$ cat src/rtl/seq_enable_chain_multi.sv
// ============================================================================
// seq_enable_chain_multi : per-channel counter (q) / capture (r) priority bank
// Revision: 1.0
// ============================================================================
`default_nettype none

module seq_enable_chain_multi #(
    parameter int WIDTH    = 8,
    parameter int CHANNELS = 4,
    parameter int STEP     = 1,
    parameter int SATURATE = 0
) (
    input  logic                      clk,
    input  logic                      rst_n,
    input  logic [CHANNELS-1:0]       ld,
    input  logic [CHANNELS*WIDTH-1:0] ld_val,
    input  logic [CHANNELS-1:0]       en,
    input  logic [CHANNELS*WIDTH-1:0] d,
    output logic [CHANNELS*WIDTH-1:0] q,
    output logic [CHANNELS*WIDTH-1:0] r,
    output logic [CHANNELS-1:0]       r_valid,
    output logic [CHANNELS-1:0]       wrap
);

    localparam logic [WIDTH:0] c_step = (WIDTH+1)'(STEP);

    generate
        if (CHANNELS < 1) begin : g_bad_channels
            $error("seq_enable_chain_multi: CHANNELS must be >= 1");
        end
        if (STEP < 1 || longint'(STEP) >= (longint'(1) << WIDTH)) begin : g_bad_step
            $error("seq_enable_chain_multi: STEP must be in 1 .. 2**WIDTH-1");
        end
    endgenerate

    generate
        for (genvar i = 0; i < CHANNELS; i++) begin : g_ch
            logic [WIDTH-1:0] r_q;
            logic [WIDTH-1:0] r_r;
            logic             r_valid_q;
            logic             r_wrap;
            logic [WIDTH:0]   w_sum;

            // Carry bit of the widened sum is the overflow indication.
            assign w_sum = {1'b0, r_q} + c_step;

            always_ff @(posedge clk) begin
                if (!rst_n) begin
                    r_q       <= '0;
                    r_r       <= '0;
                    r_valid_q <= 1'b0;
                    r_wrap    <= 1'b0;
                end else if (ld[i]) begin
                    r_q    <= ld_val[i*WIDTH +: WIDTH];
                    r_wrap <= 1'b0;
                end else if (en[i]) begin
                    if (SATURATE != 0 && w_sum[WIDTH]) begin
                        r_q <= '1;
                    end else begin
                        r_q <= w_sum[WIDTH-1:0];
                    end
                    r_wrap <= w_sum[WIDTH];
                end else begin
                    r_r       <= d[i*WIDTH +: WIDTH];
                    r_valid_q <= 1'b1;
                    r_wrap    <= 1'b0;
                end
            end

            assign q[i*WIDTH +: WIDTH] = r_q;
            assign r[i*WIDTH +: WIDTH] = r_r;
            assign r_valid[i]          = r_valid_q;
            assign wrap[i]             = r_wrap;
        end
    endgenerate

endmodule

`default_nettype wire
$ cat config.mk
export PLATFORM = sky130hd
export DESIGN_NAME = seq_enable_chain_multi
export DESIGN_NICKNAME = d
export VERILOG_FILES = /design/src/rtl/seq_enable_chain_multi.sv
export SDC_FILE = /design/constraint.sdc
export NUM_CORES = 1
export LEC_CHECK = 0
export CAP_MARGIN = 30
export CORE_UTILIZATION = 44
export DETAILED_ROUTE_END_ITERATION = 10
export PLACE_DENSITY = 0.92
export SLEW_MARGIN = 10
export SYNTH_ARGS = -nofsm -noshare
export SYNTH_HDL_FRONTEND = slang
export SYNTH_SLANG_ARGS = --single-unit
$ cat constraint.sdc
create_clock -name clk -period 2.7 [get_ports clk]
set_input_delay 0.405 -clock clk [delete_from_list [all_inputs] [get_ports clk]]
set_output_delay 0.405 -clock clk [all_outputs]
set_load 0.03 [all_outputs]
Fig. 1: run 1, routed metal, one color a layer
Drawn at 4 px/um.
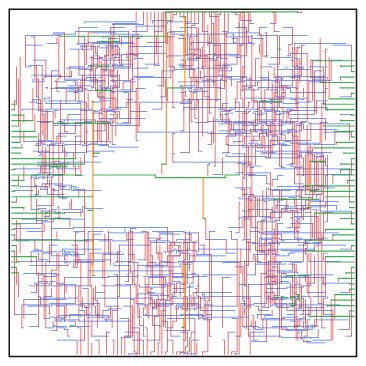
Red stands for metal 2, wire length 4,370 um. Blue stands for metal 1, wire length 3,660 um. Green stands for metal 3, wire length 588 um. Orange stands for metal 4, wire length 137 um.
GRT Resource Usage Total: 24.0%
Via Count: 3,274

Fig. 2: run 1, M3 wires
Drawn at 3 px/um.
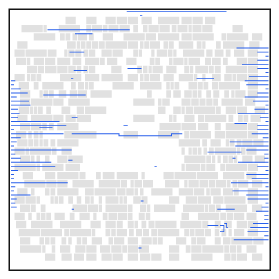
The layer carries 588 um of wire. 96 nets have wire on it. The wires run mostly horizontal. The layer holds 6.7% of the routed length. The longest straight run is 32.9 um.
wire length reported by the detailed router: 8750 um
global routing usage on met3: 5.52%

==> run summary, run 1 <==
run results: Worst Setup SP g_ch[0].r_q[0], signed area change from the synthesized netlist to the final layout 53.4%, worst endpoint data arrival time 1.51 ns, crit start category flip-flop, Synth Warn # 0, Post-Syn Area 3140 um^2, share of flip-flops with an asynchronous set or reset 0%, peak fanout along the critical path 6, unrepaired setup endpoints after global routing no, placed cell count 596, clock skew 0.00624 ns, clock tree from TritonCTS built, root buffer cell sky130_fd_sc_hd__clkbuf_8, flops out of synthesis 72, measured slew at the worst slew-check pin 0.619 ns, count of filler cells inserted in the layout 561, Leakage Power 0.00173 uW, fmax 521 MHz, part of the Yosys area used for sequential elements 45.9%, post-layout total power 2620 uW, result of the run complete, no violations, Crit Reg-Reg Endpoint g_ch[1].r_q[6], delay of the slowest cell on the worst path 0.73 ns
Fig. 3: run 1, power grid
Drawn at 4 px/um. Pins as bars on the die edge. Tap cells in gray.
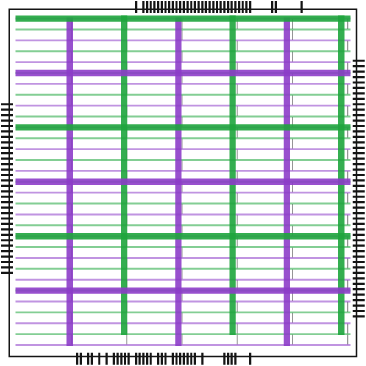
Green stands for VDD. Purple stands for VSS.
96 tap cells. 146 signal pins sit on the boundary.
chip width: 86.5 um
Placeable Area: 6830 um^2
IR drop worst, VDD: 0.000319 V

run 1: state kept, by name (all words and copies together), names as in the netlist:
name,flops
g_ch.r_q,32
g_ch.r_r,32
g_ch.r_valid_q,4
g_ch.r_wrap,4
run 1: layer usage:
metal  part of all wire, %  wire, um  vias up
li1                      -         -     1605
met1                    42      3660     1533
met2                    50      4370      121
met3                   6.7       587       15
met4                   1.6       136        0
met5                     0         0        -
run 1: stage by stage:
step	setup WS, ns	hold slack, ns	utilization, %
CTS	0.759	0.479	70.5
floorplan	1.24	0.442	-
finish	0.782	0.478	70.5
global placement	0.614	0.450	67.3
global route	0.700	0.498	70.5
detailed placement	0.567	0.469	67.3
Fig. 4: run 1, M2 wires
Drawn at 3 px/um.
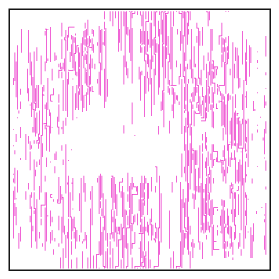

--- run 2 (diff from run 1) ---
Settings changed: CORE_UTILIZATION 44 to 37, PLACE_DENSITY 0.92 to 0.83.
Clock period 2.7 ns to 1.7 ns, I/O delays scaled along.
Fig. 5: run 2, M2 wires
Drawn at 3 px/um.
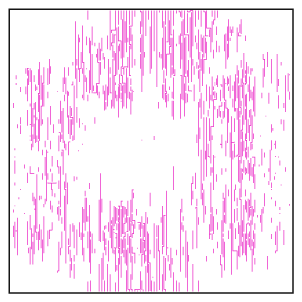
The wires run mostly vertical. The layer holds 47% of the routed length. The longest straight run is 52.7 um. The layer carries 4,260 um of wire.
wire length reported by the detailed router: 9030 um
Via Count: 3,346
M2 GR Usage: 34.5%

==> run 2 against run 1 <==
Sequential share of layout area is 0.72 points lower. Total power is 56% higher. Synthesized cell count stayed put. Hold slack worse by 0.019 ns. Clock skew is 0.0033 ns higher. Sequential power is 59% higher. Critical endpoint is now q[6]. Largest cell class is now non-clock buffers.
==> run summary, run 2 <==
run results: result of the run complete, no violations, biggest registers after layout g_ch.r_q x32, g_ch.r_r x32, drt via density 5.24, placed cell count 622, signed area change from the synthesized netlist to the final layout 57.2%, count of non-CTS inverters in the layout 8, clock skew 0.00956 ns, Leakage Power 0.00201 uW, Post-Syn Area 3140 um^2, clock tree from TritonCTS built, count of unresolved DRC violations after routing 0, Synth Warn # 0, count of multi-input gates 269, delay of the slowest cell on the worst path 0.71 ns, die area 8860 um^2, Hold Crit Class primary input to flip-flop, MaxCap Viol Count 0, IR drop worst, VDD 0.000403 V, crit start category flip-flop, hold slack final 0.460 ns, flops out of synthesis 72, worst endpoint data arrival time 1.42 ns, part of the Yosys area used for sequential elements 45.9%, share of flip-flops with an asynchronous set or reset 0%, initial antenna violation count 0, unrepaired setup endpoints after global routing no, number of setup buffers added after CTS 0, Placeable Area 8220 um^2, share of cell area taken by muxes after synthesis 2.71%, per-cell routed wire length 14.2 um, Worst Setup SP g_ch[0].r_q[6], GRT Resource Usage Total 20.6%, leading cell types in the layout, fill and taps excluded 115 x sky130_fd_sc_hd__clkdlybuf4s50_1, 72 x sky130_fd_sc_hd__dfxtp_1, 57 x sky130_fd_sc_hd__o21ai_0, peak fanout along the critical path 4, root buffer cell sky130_fd_sc_hd__clkbuf_8, cell at the slowest stage of the critical path sky130_fd_sc_hd__clkdlybuf4s50_1, final antenna-violating net count 0, fmax 596 MHz, measured slew at the worst slew-check pin 0.566 ns, Crit Reg-Reg Endpoint g_ch[2].r_q[7], required time reported for the critical path endpoint 1.44 ns
Fig. 6: run 2, M3 wires
Drawn at 3 px/um.
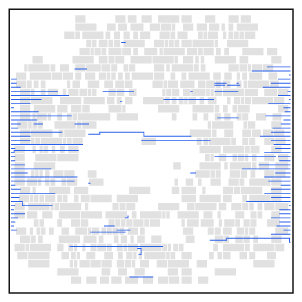
The wires run mostly horizontal. The layer holds 8.5% of the routed length. The longest straight run is 30.8 um. 98 nets have wire on it.
global routing usage on met3: 5.66%

-- run 2: stage by stage --
step	power [uW]	worst slack (ns)	utilization, %	TNS [ns]
after floorplan	2330	0.238	-	0
after global placement	2770	-0.102	57.7	-0.153
after detailed placement	2790	-0.123	57.7	-0.359
after CTS	4110	0.00628	59.8	0
after global routing	4260	0.00155	60.1	0
final	4080	0.0209	60.1	0
-- run 2: metal layers --
layer  vias to the layer above  part of all wire [%]  global-route usage, %
li1                       1636                     -                      -
met1                      1574                    43                   25.1
met2                       120                    47                   34.5
met3                        16                   8.5                   5.66
met4                         0                   1.5                   7.56
met5                         -                     0                      0
No activity file was given, so power comes from the tool's default toggle rates.
